Run 1, the clock network:
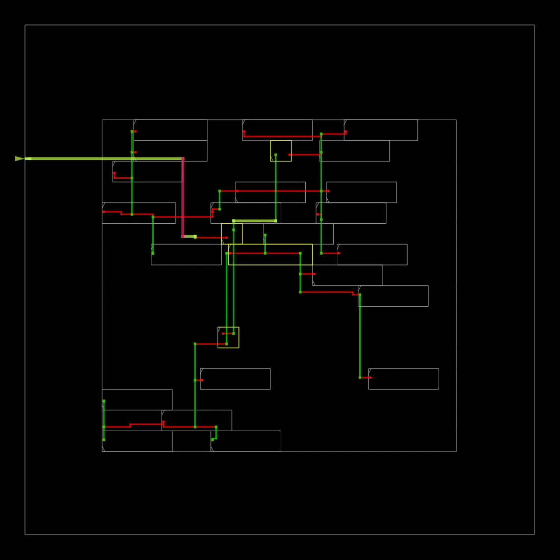
Run 1, signal metal coverage by tile:
Drawn at 4 px/um. The die is cut into 13 by 13 equal tiles; dark purple is low, yellow is high, scaled to the fullest tile. Values are wire area over tile area, all layers added.
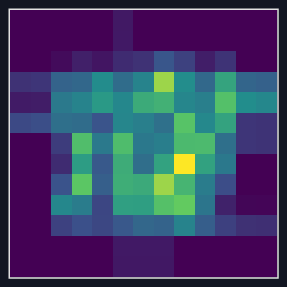
Run 1, signal wires on met3:
Drawn at 8 px/um.
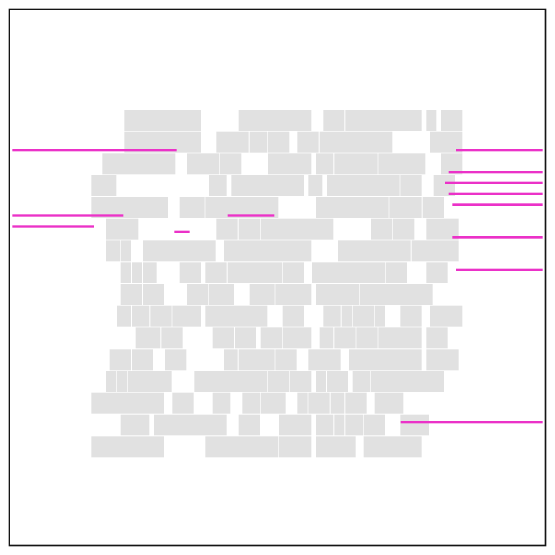
[src/rtl/lv_pwm_code_decode.sv]
// ---------------------------------------------------------------------------
// lv_pwm_code_decode
//
// Low-voltage-side decoder for the pulse-coded, active-low interrupt line
// arriving from the HV die through the isolation receiver.
//
// The raw line is synchronised, debounced, and every accepted level change
// counts as one edge. A frame opens on its first edge and closes once the
// line has been quiet for GAP_CYC cycles. A closed frame reports its edge
// count as a code. Two dedicated codes set or clear a decoded interrupt
// level. A frame with more than MAX_EDGE edges is reported as an error.
//
// Ports:
//   i_clk            clock
//   i_rst_n          asynchronous active-low reset
//   i_pwm_n          asynchronous pulse-coded line, idle high
//   i_en             synchronous decode enable
//   o_pwm_gwave      combinational copy of i_pwm_n for observation
//   o_filt           debounced line level
//   o_busy           a frame is open
//   o_code_vld       1-cycle pulse: frame closed with a legal count
//   o_code           edge count of the last valid frame, held between pulses
//   o_code_err       1-cycle pulse: frame exceeded MAX_EDGE edges
//   o_intb_set_pulse valid code equal to INTB_SET_CODE
//   o_intb_clr_pulse valid code equal to INTB_CLR_CODE
//   o_intb_n         decoded interrupt, active low
// ---------------------------------------------------------------------------
module lv_pwm_code_decode #(
    parameter int  SYNC_STG      = 2,
    parameter int  DEB_CYC       = 4,
    parameter int  GAP_CYC       = 16,
    parameter int  MAX_EDGE      = 7,
    parameter int  INTB_SET_CODE = 2,
    parameter int  INTB_CLR_CODE = 4,
    localparam int CODE_W        = $clog2(MAX_EDGE + 1)
) (
    input  logic              i_clk,
    input  logic              i_rst_n,
    input  logic              i_pwm_n,
    input  logic              i_en,
    output logic              o_pwm_gwave,
    output logic              o_filt,
    output logic              o_busy,
    output logic              o_code_vld,
    output logic [CODE_W-1:0] o_code,
    output logic              o_code_err,
    output logic              o_intb_set_pulse,
    output logic              o_intb_clr_pulse,
    output logic              o_intb_n
);

    localparam int GAP_W = $clog2(GAP_CYC);
    localparam int DEB_W = $clog2(DEB_CYC + 1);

    localparam logic [GAP_W-1:0]  GAP_LAST = GAP_W'(GAP_CYC - 1);
    localparam logic [DEB_W-1:0]  DEB_LAST = DEB_W'(DEB_CYC - 1);
    localparam logic [CODE_W-1:0] EDGE_MAX = CODE_W'(MAX_EDGE);
    localparam logic [CODE_W-1:0] SET_C    = CODE_W'(INTB_SET_CODE);
    localparam logic [CODE_W-1:0] CLR_C    = CODE_W'(INTB_CLR_CODE);

    typedef enum logic [1:0] {
        IDLE  = 2'd0,
        COUNT = 2'd1,
        OVF   = 2'd2
    } state_t;

    logic [SYNC_STG-1:0] sync_q, sync_d;
    logic                s;

    logic                filt_q, filt_d;
    logic [DEB_W-1:0]    deb_cnt_q, deb_cnt_d;
    logic                edge_q, edge_d;

    state_t              state_q, state_d;
    logic [CODE_W-1:0]   edge_cnt_q, edge_cnt_d;
    logic [GAP_W-1:0]    gap_cnt_q, gap_cnt_d;
    logic [CODE_W-1:0]   code_q, code_d;
    logic                code_vld_q, code_vld_d;
    logic                code_err_q, code_err_d;
    logic                intb_n_q, intb_n_d;

    logic                timeout;
    logic                set_pulse;
    logic                clr_pulse;

    // Synchroniser: shift the raw line in at bit 0, use the oldest bit.
    assign sync_d = {sync_q[SYNC_STG-2:0], i_pwm_n};
    assign s      = sync_q[SYNC_STG-1];

    // Debounce: a new level must be seen DEB_CYC cycles in a row. The edge
    // pulse is registered together with the o_filt update.
    always_comb begin
        filt_d    = filt_q;
        deb_cnt_d = deb_cnt_q;
        edge_d    = 1'b0;
        if (s == filt_q) begin
            deb_cnt_d = '0;
        end else if (deb_cnt_q == DEB_LAST) begin
            filt_d    = s;
            deb_cnt_d = '0;
            edge_d    = 1'b1;
        end else begin
            deb_cnt_d = deb_cnt_q + 1'b1;
        end
    end

    // An edge in the same cycle as the gap expiring keeps the frame open.
    assign timeout = (gap_cnt_q == GAP_LAST) && !edge_q;

    always_comb begin
        state_d    = state_q;
        edge_cnt_d = edge_cnt_q;
        gap_cnt_d  = gap_cnt_q;
        code_d     = code_q;
        code_vld_d = 1'b0;
        code_err_d = 1'b0;

        if (edge_q) begin
            gap_cnt_d = '0;
        end else if (gap_cnt_q != GAP_LAST) begin
            gap_cnt_d = gap_cnt_q + 1'b1;
        end

        unique case (state_q)
            IDLE: begin
                if (edge_q) begin
                    state_d    = COUNT;
                    edge_cnt_d = CODE_W'(1);
                end
            end
            COUNT: begin
                if (edge_q) begin
                    // edge_cnt stays at MAX_EDGE in OVF; it never wraps.
                    if (edge_cnt_q == EDGE_MAX) begin
                        state_d = OVF;
                    end else begin
                        edge_cnt_d = edge_cnt_q + 1'b1;
                    end
                end else if (timeout) begin
                    code_vld_d = 1'b1;
                    code_d     = edge_cnt_q;
                    edge_cnt_d = '0;
                    state_d    = IDLE;
                end
            end
            OVF: begin
                if (timeout) begin
                    code_err_d = 1'b1;
                    edge_cnt_d = '0;
                    state_d    = IDLE;
                end
            end
            default: begin
                state_d    = IDLE;
                edge_cnt_d = '0;
            end
        endcase

        // Disabled: abandon any open frame; edges seen now are lost.
        if (!i_en) begin
            state_d    = IDLE;
            edge_cnt_d = '0;
            gap_cnt_d  = '0;
            code_d     = code_q;
            code_vld_d = 1'b0;
            code_err_d = 1'b0;
        end
    end

    assign set_pulse = code_vld_q && (code_q == SET_C);
    assign clr_pulse = code_vld_q && (code_q == CLR_C);

    always_comb begin
        intb_n_d = intb_n_q;
        if (set_pulse) begin
            intb_n_d = 1'b0;
        end else if (clr_pulse) begin
            intb_n_d = 1'b1;
        end
    end

    always_ff @(posedge i_clk or negedge i_rst_n) begin
        if (!i_rst_n) begin
            sync_q     <= '1;
            filt_q     <= 1'b1;
            deb_cnt_q  <= '0;
            edge_q     <= 1'b0;
            state_q    <= IDLE;
            edge_cnt_q <= '0;
            gap_cnt_q  <= '0;
            code_q     <= '0;
            code_vld_q <= 1'b0;
            code_err_q <= 1'b0;
            intb_n_q   <= 1'b1;
        end else begin
            sync_q     <= sync_d;
            filt_q     <= filt_d;
            deb_cnt_q  <= deb_cnt_d;
            edge_q     <= edge_d;
            state_q    <= state_d;
            edge_cnt_q <= edge_cnt_d;
            gap_cnt_q  <= gap_cnt_d;
            code_q     <= code_d;
            code_vld_q <= code_vld_d;
            code_err_q <= code_err_d;
            intb_n_q   <= intb_n_d;
        end
    end

    assign o_pwm_gwave      = i_pwm_n;
    assign o_filt           = filt_q;
    assign o_busy           = (state_q != IDLE);
    assign o_code_vld       = code_vld_q;
    assign o_code           = code_q;
    assign o_code_err       = code_err_q;
    assign o_intb_set_pulse = set_pulse;
    assign o_intb_clr_pulse = clr_pulse;
    assign o_intb_n         = intb_n_q;

endmodule

[config.mk]
export PLATFORM = sky130hd
export DESIGN_NAME = lv_pwm_code_decode
export DESIGN_NICKNAME = d
export VERILOG_FILES = /design/src/rtl/lv_pwm_code_decode.sv
export SDC_FILE = /design/constraint.sdc
export NUM_CORES = 1
export LEC_CHECK = 0
export CAP_MARGIN = 20
export CORE_MARGIN = 10
export CORE_UTILIZATION = 47
export CTS_CLUSTER_SIZE = 24
export DETAILED_ROUTE_END_ITERATION = 6
export HOLD_SLACK_MARGIN = 0.03
export PLACE_DENSITY = 0.69
export REMOVE_ABC_BUFFERS = 1
export SLEW_MARGIN = 20
export SYNTH_ARGS = -nofsm -noshare
export SYNTH_HDL_FRONTEND = slang
export SYNTH_SLANG_ARGS = --single-unit
[constraint.sdc]
create_clock -name i_clk -period 1.4 [get_ports i_clk]
set_input_delay 0.42 -clock i_clk [delete_from_list [all_inputs] [get_ports i_clk]]
set_output_delay 0.42 -clock i_clk [all_outputs]
set_load 0.03 [all_outputs]
==> reports/results.ini, run 1 <==
[sta]
min_period_ns=1.73
setup_violations=10
worstMarginPinSlew_ns=0.337
min_period_over_period=1.24
holdWs_ns=0.360
fin_ws_ns=-0.335
final_hold_viol_count=0

[synthesis]
avgSynthCellArea_um2=12.0
synthAoiAreaFrac=0.0959
ys_area_mm2=0.00103
ys_types=33
topCellsByArea=dfrtp_1, dfstp_2, ha_1
largest_area_cell=dfrtp_1
ys_warn_count=0
ys.flops=22
logic_family=simple AND/OR/NAND/NOR gates
edf_count=0
flop_cell=dfrtp_1
simple_gate_area_frac=0.225
xor_share=0.0170
ys_seq_share=0.539
top_cells_by_count=dfrtp_1, nor2b_1, nand2_1, nor2_1
synthArstFlopShare=1.00

[cells_and_area]
final-nonclk-buf-share=0.243
inverters=1
fin_nets=140
seqCellArea_um2=556
dominant_cells=sequential cells
largest_reg_flops=4
n_antenna_cell=0
logic_gate_count=61
fin_util=0.765
logic_area_um2=526
area_delta_synth_final_pct=50.0
comb_area_share=0.340
top_register=gap_cnt_q
n_all_buffers=43

[status]
status=finished with violations
violations=setup timing

[power]
vdd_drop_max_uv=1030
switching_power_w=0.000450
power.total_w=0.00170
powerClk_w=0.000479
p_seq_frac=0.442
pwr-share-comb=0.277
clockPowerShare=0.281
top_power_group=sequential cells
seq_cell_power_w=0.000753
p_leak_nw=0.722
powerComb_w=0.000472
switching_share=0.264
intPower_w=0.00125

[clock_tree]
cts_tree=built
postCtsHoldBufs=0
clock_path_buffers=2
root_buffer=clkbuf_4
htree_levels=1
ctsResizeCount=19
path_clk_slew_ns=0.12

[route]
drt-initial-drc-count=27
routed-wl-met2_mm=1.17
vias_per_cell=5.21
wl_met3_um=146
highest_layer=met4

[worst_setup_path]
reg2reg_slack_ns=-0.10
reg2regPathDepth=4
slowest_stage=dfrtp_1
crit_chain=nor4bb_2 -> buf_4
crit_path_end=o_intb_clr_pulse
slowest_delay_ns=0.45
critPathMaxFanout=4
crit_family=flip-flops
required_ns=0.98

[die]
dieArea_mm2=0.00447
fp.dieW_um=66.8
core_area_mm2=0.00202

[flow_run]
warnings=27
drv_cap=0

[worst_hold_path]
whs_path_depth=1
hold_class=input port to flip-flop
whs_endpoint=sync_q[0]$_DFF_PN1_
hold_start=i_pwm_n

[grt]
grt_most_used_layer=met2
grt_antenna_before_repair=0

[placed_design]
place_ws_ns=-0.355
place_area_mm2=0.00132
hpwlAfterDp_mm=1.63
io_buffer_count=14

Back to the opening pictures, 'the clock network':
clk_buf instances: 3
flip-flops: 22
Num CTS Buffers: 3
clock skew: 0.00383 ns

Back to the opening pictures, 'signal metal coverage by tile':
38% of the tiles are nearly empty. 15% of the tiles are over half the peak. The mean over all tiles is 0.082. The densest ninth of the die: center. The fullest tile reaches 0.36.
total wire length: 2.33 mm
GRT Overall Usage: 0.0980
wire length per cell: 14.7 um
vias post-DR: 823

Back to the opening pictures, 'signal wires on met3':
The longest straight run is 20.2 um. The layer carries 146 um of wire. 12 nets have wire on it. The layer holds 6.3% of the routed length.
met3 usage: 0.0318

## run 1: placed cells by master (no fill, tap or decap), types with 2 or more instances in the layout
cell type / n
buf_4: 30
dfrtp_1: 18
buf_6: 9
nor2b_1: 5
nand2_1: 5
nor2_1: 5
nor3_1: 4
dfstp_2: 4
nor3b_1: 3
mux2_4: 3
o21bai_1: 3
clkbuf_4: 3
xnor2_1: 2
nor4bb_2: 2
a22oi_1: 2
nand4_1: 2
o211ai_1: 2
ha_2: 2
clkdlybuf4s50_1: 2
## run 1: worst register-to-register path, delay by kind of cell (launching register included)
kind | cells | cell delay (ns)
and+or+nand+nor | 2 | 0.54
DFF | 1 | 0.41
muxes | 1 | 0.34
buffers and inverters | 1 | 0.12
Run 1, placed cells, one color a class:
Drawn at 8 px/um.
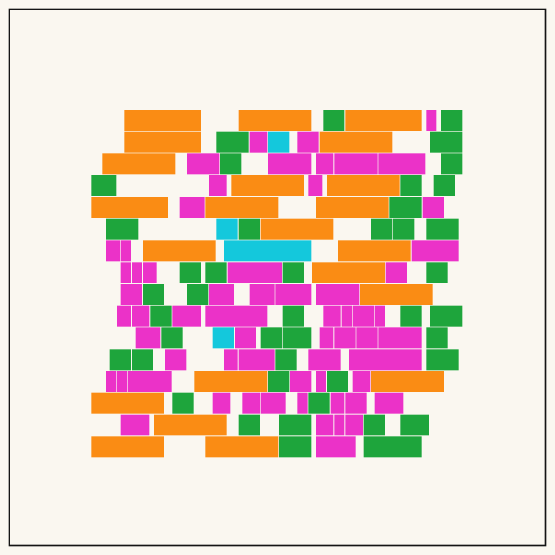

--- run 2 (diff from run 1) ---
- SKIP_CTS_REPAIR_TIMING: default -> 1
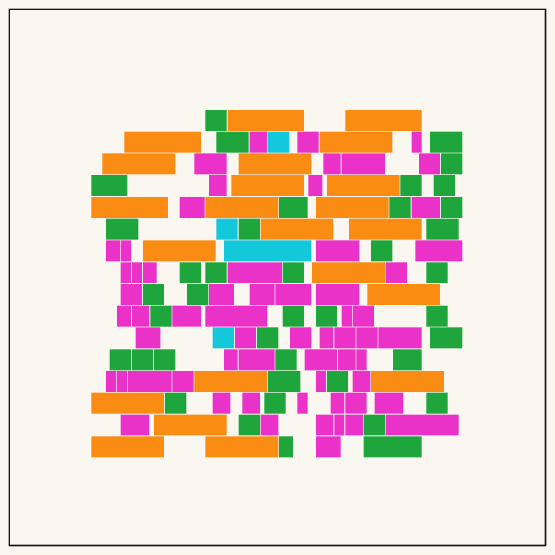
Run 2: placed cells, one color a class
Drawn at 8 px/um.
remaining buffers and delay cells: shown in green, cells 40. sequential cells: shown in orange, cells 22. combinational and other logic: shown in magenta, cells 62. clock drivers and dummy loads: shown in cyan, cells 4.
Final Util: 0.742
post-route design area: 0.00150 mm^2
Core Footprint: 0.00202 mm^2
# rows: 16
sequential share of cell area: 0.370

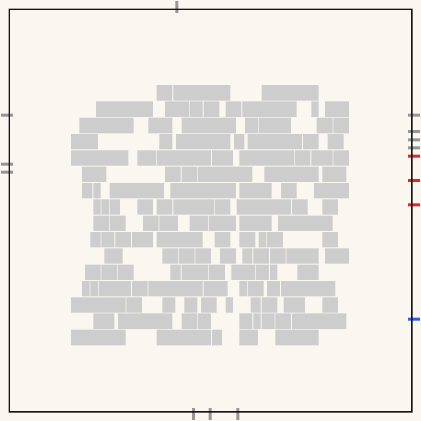
Run 2: I/O pins on the die edge
Drawn at 6 px/um. Pins as bars across the die edge, other pins in gray.
o_code: shown in red, pins 3, direction output, edge east. i_rst_n: shown in blue, pins 1, direction input, edge east.
All pins by edge: 8 east, 3 west, 3 south, 1 north.

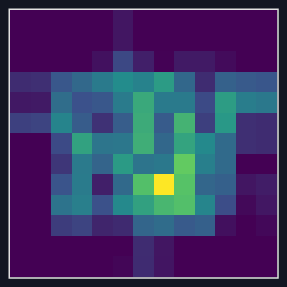
Run 2: signal metal coverage by tile
Drawn at 4 px/um. The die is cut into 13 by 13 equal tiles; dark purple is low, yellow is high, scaled to the fullest tile. Values are wire area over tile area, all layers added.
The mean over all tiles is 0.079. The emptiest ninth of the die: north-west. 10% of the tiles are over half the peak. The fullest tile reaches 0.42. The densest ninth of the die: center.

==> reports/results.ini, run 2 <==
[sta]
max-slew-margin-rel=0.774
holdWs_ns=0.250
setup_violations=10
min_period_ns=1.71
min_period_over_period=1.22
finalClockSkew_ns=0.00141
fin_ws_ns=-0.311
worstMarginPinSlew_ns=0.337

[synthesis]
largest_area_cell=dfrtp_1
flop_cell=dfrtp_1
topCellsByArea=dfrtp_1, dfstp_2, ha_1
ys_area_mm2=0.00103
xor_share=0.0170
synthArstFlopShare=1.00
simple_gate_area_frac=0.225
synthAoiAreaFrac=0.0959
edf_count=0
ys_types=33
logic_family=simple AND/OR/NAND/NOR gates
ys_warn_count=0
top_cells_by_count=dfrtp_1, nor2b_1, nand2_1, nor2_1
ys_seq_share=0.539

[status]
violations=setup timing
status=finished with violations

[worst_setup_path]
reg2regPathDepth=4
critPathMaxFanout=3
crit_chain=nor4bb_2 -> buf_4
slowest_stage=dfrtp_1
slowest_delay_ns=0.42
required_ns=0.98
reg2reg_slack_ns=-0.08
crit_path_end=o_intb_set_pulse

[cells_and_area]
n_antenna_cell=0
top_register=gap_cnt_q
num-clock-buffers=3
final-nonclk-buf-share=0.229
comb_area_share=0.341
logic_gate_count=61
n_all_buffers=40
logic_area_um2=512
mostFrequentLayoutCell=buf_4
layout_top_cells=buf_4, dfrtp_1, buf_6
inverters=1
ff_count=22
area_delta_synth_final_pct=45.5
fin_nets=137
largest_reg_flops=4

[power]
switching_share=0.266
clockPowerShare=0.283
top_power_group=sequential cells
p_per_area_mw_per_mm2=1130
p_seq_frac=0.445
pwr-share-comb=0.272
vdd_drop_max_uv=911
switching_power_w=0.000451
p_leak_nw=0.707
powerClk_w=0.000479
seq_cell_power_w=0.000754
powerComb_w=0.000460

[grt]
grt_usage=0.0946
gr-usage-met3=0.0351
grt_antenna_before_repair=0

[clock_tree]
htree_levels=1
clock_path_buffers=2
root_buffer=clkbuf_4
cts_buffers=3
cts_tree=built
path_clk_slew_ns=0.12

[route]
highest_layer=met3
vias_per_cell=5.24
drt_wl_total_mm=2.26
routed-wl-met2_mm=1.16
wl_met3_um=142
vias=812
wl_per_cell_um=14.6

[worst_hold_path]
whs_path_depth=1
hold_class=input port to flip-flop
hold_start=i_pwm_n
whs_endpoint=sync_q[0]$_DFF_PN1_

[die]
dieArea_mm2=0.00447
fp.dieW_um=66.8

[flow_run]
warnings=26
drv_cap=0

[placed_design]
place_ws_ns=-0.355
place_area_mm2=0.00132
io_buffer_count=14
hpwlAfterDp_mm=1.63

## run 2: cells by family (layout without fill, tap and decap cells)
| logic type | count (synthesis) | after routing |
|---|---|---|
| flops | 22 | 22 |
| xor+xnor | 2 | 2 |
| mux | 5 | 5 |
| simple gates | 36 | 36 |
| buf+inv | 3 | 45 |
| compound gates | 14 | 14 |
| fa+ha+maj | 4 | 4 |
## run 2: worst reg2reg max path, delay by kind of cell (launching register included)
family	cells	cell delay [ns]
muxes	1	0.33
DFF	1	0.40
and+or+nand+nor	2	0.51
buffers and inverters	1	0.12
## run 2: per-stage QoR
step / utilization / setup TNS, ns
finish: 0.742 / -1.11
global placement: 0.655 / -1.56
detailed placement: 0.655 / -1.82
floorplan: - / -2.16
CTS: 0.681 / -2.02
global route: 0.742 / -1.73
Power is estimated from default activity; no workload was simulated.
